[src/rtl/alu_pkg.sv]
// Shared types and default widths for the ALU issue controller slice.
// Opcode encoding matches the external 2-bit ALU.
package alu_pkg;

    localparam int DEF_DATA_W = 32;
    localparam int DEF_REG_AW = 3;

    typedef enum logic [1:0] {
        ADD = 2'b00,
        SUB = 2'b01,
        SHL = 2'b10,
        SHR = 2'b11
    } alu_op_t;

    typedef enum logic [1:0] {
        IDLE,
        ISSUE,
        DONE
    } ctrl_state_t;

endpackage

[src/rtl/alu_regfile.sv]
// Register file for the issue controller: one write port and three
// combinational read ports (two operands plus a debug port).
module alu_regfile #(
    parameter int DATA_W = 32,
    parameter int REG_AW = 3
) (
    input  logic              clk,
    input  logic              rst,
    input  logic              we,
    input  logic [REG_AW-1:0] waddr,
    input  logic [DATA_W-1:0] wdata,
    input  logic [REG_AW-1:0] ra1,
    output logic [DATA_W-1:0] rd1,
    input  logic [REG_AW-1:0] ra2,
    output logic [DATA_W-1:0] rd2,
    input  logic [REG_AW-1:0] ra3,
    output logic [DATA_W-1:0] rd3
);

    localparam int DEPTH = 2 ** REG_AW;

    logic [DATA_W-1:0] mem [DEPTH];

    // NOTE: the array is reset entry by entry because reset must return every
    // register to zero; this keeps it a flop array rather than an inferred RAM.
    always_ff @(posedge clk or posedge rst) begin
        if (rst) begin
            for (int i = 0; i < DEPTH; i++) begin
                mem[i] <= '0;
            end
        end else if (we) begin
            mem[waddr] <= wdata;
        end
    end

    assign rd1 = mem[ra1];
    assign rd2 = mem[ra2];
    assign rd3 = mem[ra3];

endmodule

[src/rtl/alu_issue_ctrl.sv]
// Issue-side controller: accepts register-addressed instructions, feeds an
// external combinational ALU, writes the result back and pulses completion.
module alu_issue_ctrl
    import alu_pkg::*;
#(
    parameter int DATA_W = DEF_DATA_W,
    parameter int REG_AW = DEF_REG_AW
) (
    input  logic              clk,
    input  logic              rst,
    input  logic              in_valid,
    output logic              in_ready,
    input  logic [1:0]        in_op,
    input  logic [REG_AW-1:0] in_rd,
    input  logic [REG_AW-1:0] in_rs1,
    input  logic [REG_AW-1:0] in_rs2,
    output logic [1:0]        alu_opcode,
    output logic [DATA_W-1:0] alu_a,
    output logic [DATA_W-1:0] alu_b,
    input  logic [DATA_W-1:0] alu_result,
    output logic              done_valid,
    output logic [REG_AW-1:0] done_rd,
    output logic [DATA_W-1:0] done_data,
    input  logic              load_en,
    input  logic [REG_AW-1:0] load_addr,
    input  logic [DATA_W-1:0] load_data,
    input  logic [REG_AW-1:0] rd_addr,
    output logic [DATA_W-1:0] rd_data
);

    ctrl_state_t       state, state_next;
    logic [REG_AW-1:0] rd_q;
    logic              accept;
    logic              rf_we;
    logic [REG_AW-1:0] rf_waddr;
    logic [DATA_W-1:0] rf_wdata;
    logic [DATA_W-1:0] rs1_data, rs2_data;

    alu_regfile #(
        .DATA_W(DATA_W),
        .REG_AW(REG_AW)
    ) u_regfile (
        .clk  (clk),
        .rst  (rst),
        .we   (rf_we),
        .waddr(rf_waddr),
        .wdata(rf_wdata),
        .ra1  (in_rs1),
        .rd1  (rs1_data),
        .ra2  (in_rs2),
        .rd2  (rs2_data),
        .ra3  (rd_addr),
        .rd3  (rd_data)
    );

    // Preload shares the write port with writeback; a load in IDLE blocks accept.
    always_comb begin
        // NOTE: every signal gets a default before the case so no path
        // leaves one unassigned, which would infer a latch.
        state_next = state;
        in_ready   = 1'b0;
        rf_we      = 1'b0;
        rf_waddr   = load_addr;
        rf_wdata   = load_data;
        unique case (state)
            IDLE: begin
                in_ready = !load_en;
                rf_we    = load_en;
                if (in_valid && !load_en) begin
                    state_next = ISSUE;
                end
            end
            ISSUE: begin
                rf_we      = 1'b1;
                rf_waddr   = rd_q;
                rf_wdata   = alu_result;
                state_next = DONE;
            end
            DONE:    state_next = IDLE;
            default: state_next = IDLE;
        endcase
    end

    assign accept = in_valid && in_ready;

    // NOTE: non-blocking assignments make every register sample pre-edge
    // values, which is why rd == rs1/rs2 reads the old register contents.
    always_ff @(posedge clk or posedge rst) begin
        if (rst) begin
            state <= IDLE;
        end else begin
            state <= state_next;
        end
    end

    always_ff @(posedge clk or posedge rst) begin
        if (rst) begin
            alu_opcode <= '0;
            alu_a      <= '0;
            alu_b      <= '0;
            rd_q       <= '0;
            done_valid <= 1'b0;
            done_rd    <= '0;
            done_data  <= '0;
        end else begin
            done_valid <= (state == ISSUE);
            if (accept) begin
                alu_opcode <= in_op;
                alu_a      <= rs1_data;
                alu_b      <= rs2_data;
                rd_q       <= in_rd;
            end
            if (state == ISSUE) begin
                done_rd   <= rd_q;
                done_data <= alu_result;
            end
        end
    end

endmodule

[config.mk]
export PLATFORM = sky130hd
export DESIGN_NAME = alu_issue_ctrl
export DESIGN_NICKNAME = d
export VERILOG_FILES = /design/src/rtl/alu_pkg.sv /design/src/rtl/alu_regfile.sv /design/src/rtl/alu_issue_ctrl.sv
export SDC_FILE = /design/constraint.sdc
export NUM_CORES = 1
export LEC_CHECK = 0
export CORE_UTILIZATION = 30
export CTS_CLUSTER_SIZE = 20
export DETAILED_ROUTE_END_ITERATION = 8
export PLACE_DENSITY_LB_ADDON = 0.3
export SLEW_MARGIN = 40
export SYNTH_ARGS = -nofsm -noshare
export SYNTH_HDL_FRONTEND = slang
export SYNTH_SLANG_ARGS = --single-unit
[constraint.sdc]
create_clock -name clk -period 40.4 [get_ports clk]
set_clock_uncertainty 0.1 [all_clocks]
set_input_delay 8.08 -clock clk [delete_from_list [all_inputs] [get_ports clk]]
set_output_delay 8.08 -clock clk [all_outputs]
set_load 0.01 [all_outputs]
run_1/clock_map.png
Bar = 100 µm.
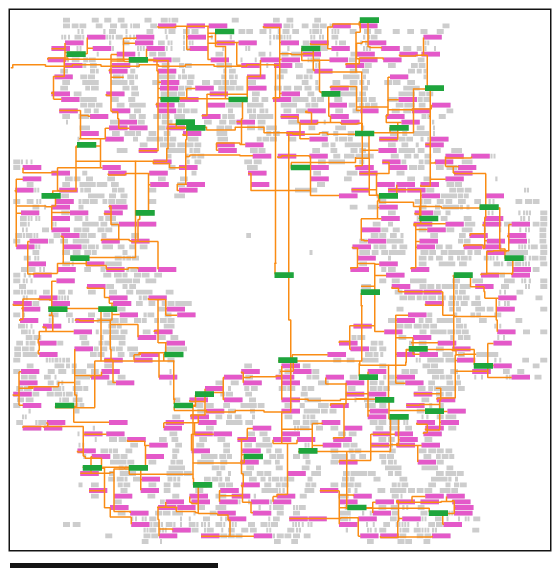
green -> cells driving clock nets  # count 45
magenta -> flip-flops  # count 363
orange -> clock wires  # length 5840 µm
flops lie = widely spread
routed clock nets = 46
Worst-Skew Late Latency: 0.58 ns
Clock power frac: 0.273
Clock group: 0.426 mW

run_1/registers.png
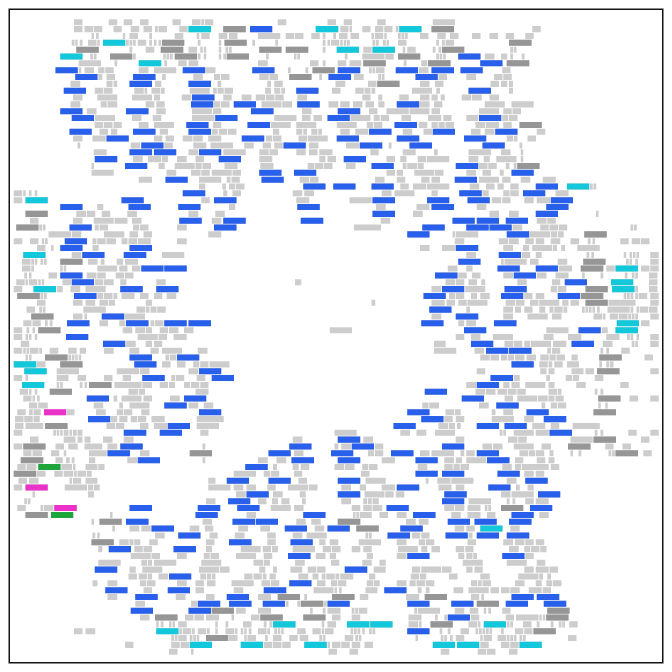
cyan -> `done_data`  # placed flops 32, where widely spread
blue -> `u_regfile.mem`  # placed flops 256, where widely spread
magenta -> `rd_q`  # placed flops 3
green -> `state`  # placed flops 2
not colored = 70

run_1/met4.png
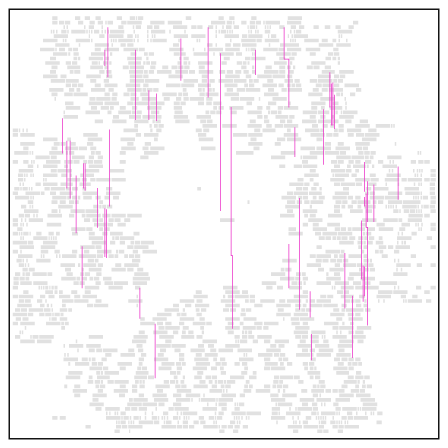
longest straight run = 95.2 µm
share of all routed wire = 2.3%
main direction = vertical
wire length on this layer = 1420 µm

==> qor.txt, run 1 <==
Seq. pwr = 0.635 mW
Max-Cap Viols = 0
Top cell excl fill/tap = dfrtp_1
Synth flops = 363
Core region area = 64900 µm²
Inverters = 5
Synthesized area = 19800 µm²
Largest net degree at the start of global routing = 86
NetSw = 0.494 mW
Hold buffers post-CTS = 0
Outcome = finished clean
Met2 Routed Length = 30.0 mm
Final worst setup slack = 21.52 ns
Category of the most critical setup path = input port to output pin
CTS buffer count = 45
Fmax = 53.0 MHz
Post-Layout Inst Area = 24400 µm²
Resize count post-CTS = 0
Drt total wl = 62.8 mm
Top power group = sequential cells
Dpl hpwl = 35.4 mm
Cells in synth_stat.txt = 1632
CTS HTree Levels = 2
Root Driver = clkbuf_16
Drt initial violations = 960
Peak VDD IR = 28.9 µV
Area fraction in compound gates = 0.0502
Reg clk slew, reported paths = 0.06 ns
FF-to-FF path depth = 6
Synthesis area per yosys = 19800 µm²
Clk tree area frac = 0.0632
Grt total ovfl = 0
Synth mux share = 0.379
Syn Area/Cell = 12.2 µm²
DR WL/cell = 23.4 µm
Non-clk bufs = 245
Multi-input gate count = 1137
Worst setup EP type = output pin
Layout Area Growth over Synthesis = 22.9%
Crit start category = input port
Met3 Use GR = 0.0378
Setup_tns = 0 ns
Top cells excl fill/tap = dfrtp_1, nand2_1, mux2i_1, mux2_2, clkdlybuf4s50_1
Top routing layer used = met4
CTS tree = yes
Vias = 14300
Fill count = 6240
CP Cell Sequence = buf_4 > buf_4 > mux4_2 > mux2_2 > clkdlybuf4s50_1
==> run 1 -> run 2 <==
Clock period 40.4 ns to 17.65 ns, I/O delays scaled along.
run_2/clock_map.png
Bar = 100 µm.
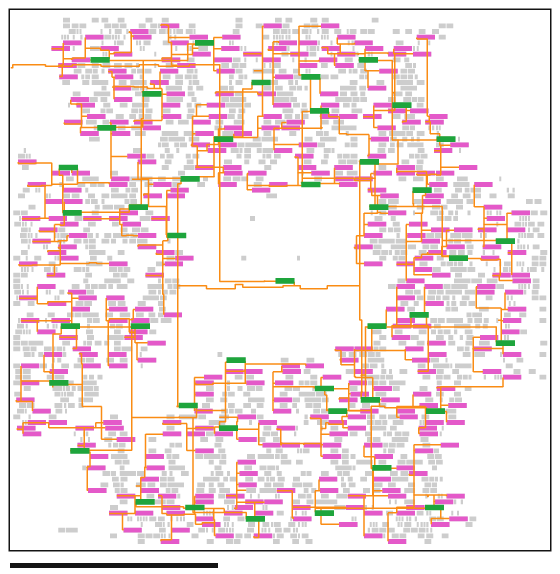
orange -> clock wires  # length 5570 µm
green -> cells driving clock nets  # count 43
magenta -> flip-flops  # count 363
routed clock nets = 44

run_2/final_congestion.png
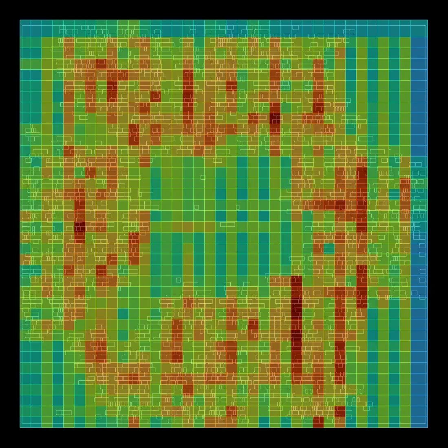
met3 Use GR: 0.0300
gr usage total: 0.186
Layout Utilization: 0.373

run_2/registers.png
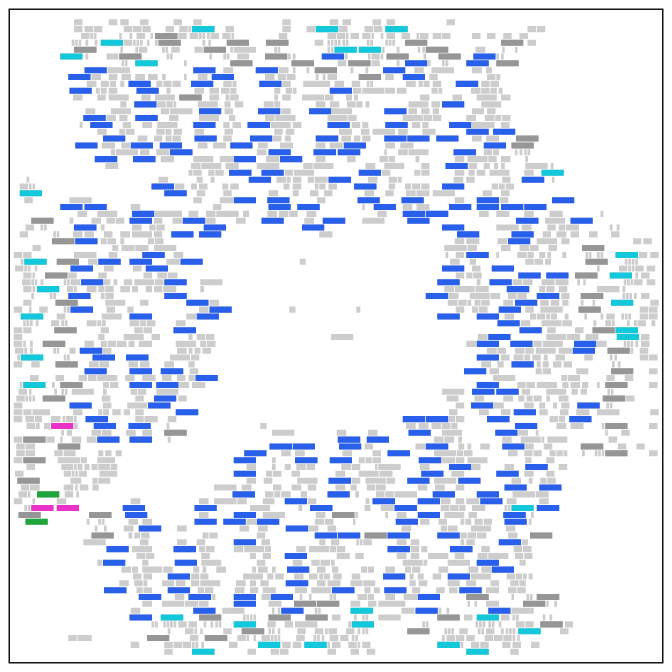
magenta -> `rd_q`  # placed flops 3
cyan -> `done_data`  # placed flops 32, where widely spread
green -> `state`  # placed flops 2
blue -> `u_regfile.mem`  # placed flops 256, where widely spread
Sequential Area: 9080 µm²
Seq/total area: 0.375
Seq. pwr: 1.45 mW

==> run 2 against run 1 <==
Routed wire length shrank 1.1%. Total power increased by 120%. Core utilization decreased by 0.21 points. Sequential power grew 130%. Critical path depth is the same. Largest power group unchanged. Worst setup slack worse by 14 ns. Synthesized cell count is the same. Non-clock buffer count unchanged. Sequential share of layout area rose by 0.21 points. First-iteration DRC count decreased by 4.2%. Via count decreased by 0.61%. Critical endpoint is now rd_data[16]. Clock-buffer cell count is 1 higher.
==> qor.txt, run 2 <==
Hold buffers post-CTS = 0 (unchanged)
Drt initial violations = 920 (-4.2%)
Root Driver = clkbuf_16
Largest net degree at the start of global routing = 105 (+22%)
Setup_tns = 0 ns (unchanged)
Multi-input gate count = 1137 (unchanged)
Peak VDD IR = 60.6 µV (+110%)
Reg clk slew, reported paths = 0.06 ns (about the same)
Drt total wl = 62.1 mm (-1.1%)
Area fraction in compound gates = 0.0502 (unchanged)
Worst setup EP type = output pin
Vias = 14200 (-0.61%)
Core region area = 64900 µm² (unchanged)
Syn Area/Cell = 12.2 µm² (unchanged)
FF-to-FF Start = state[0]$_DFFE_PP0P_
Max-Cap Viols = 0 (unchanged)
Number of cell rows = 93
Synthesized area = 19800 µm² (unchanged)
Outcome = finished clean
Synth mux share = 0.379 (unchanged)
Clock power frac = 0.257 (-0.016)
DR WL/cell = 23.2 µm (-0.82%)
Inverters = 5 (unchanged)
CTS buffer count = 43 (-4.4%)
Top cells excl fill/tap = dfrtp_1, nand2_1, mux2i_1, mux2_2, clkdlybuf4s50_1
Worst-Skew Late Latency = 0.56 ns (-0.02 ns)
Fmax = 102 MHz
CTS tree = yes
Synth flops = 363 (unchanged)
Layout Area Growth over Synthesis = 22.2%
Resize count post-CTS = 0 (unchanged)
Crit start category = input port
CTS HTree Levels = 2 (unchanged)
Top power group = sequential cells
Clock group = 0.896 mW (+110%)
Non-clk bufs = 245 (unchanged)
Top cell excl fill/tap = dfrtp_1
Post-Layout Inst Area = 24200 µm² (-0.55%)
Cells in synth_stat.txt = 1632 (unchanged)
FF-to-FF path depth = 5 (-1)
Top routing layer used = met4
Synthesis area per yosys = 19800 µm² (unchanged)
Clk tree area frac = 0.0581 (-0.00512)
Grt total ovfl = 0 (unchanged)
Power and IR drop assume default switching activity.
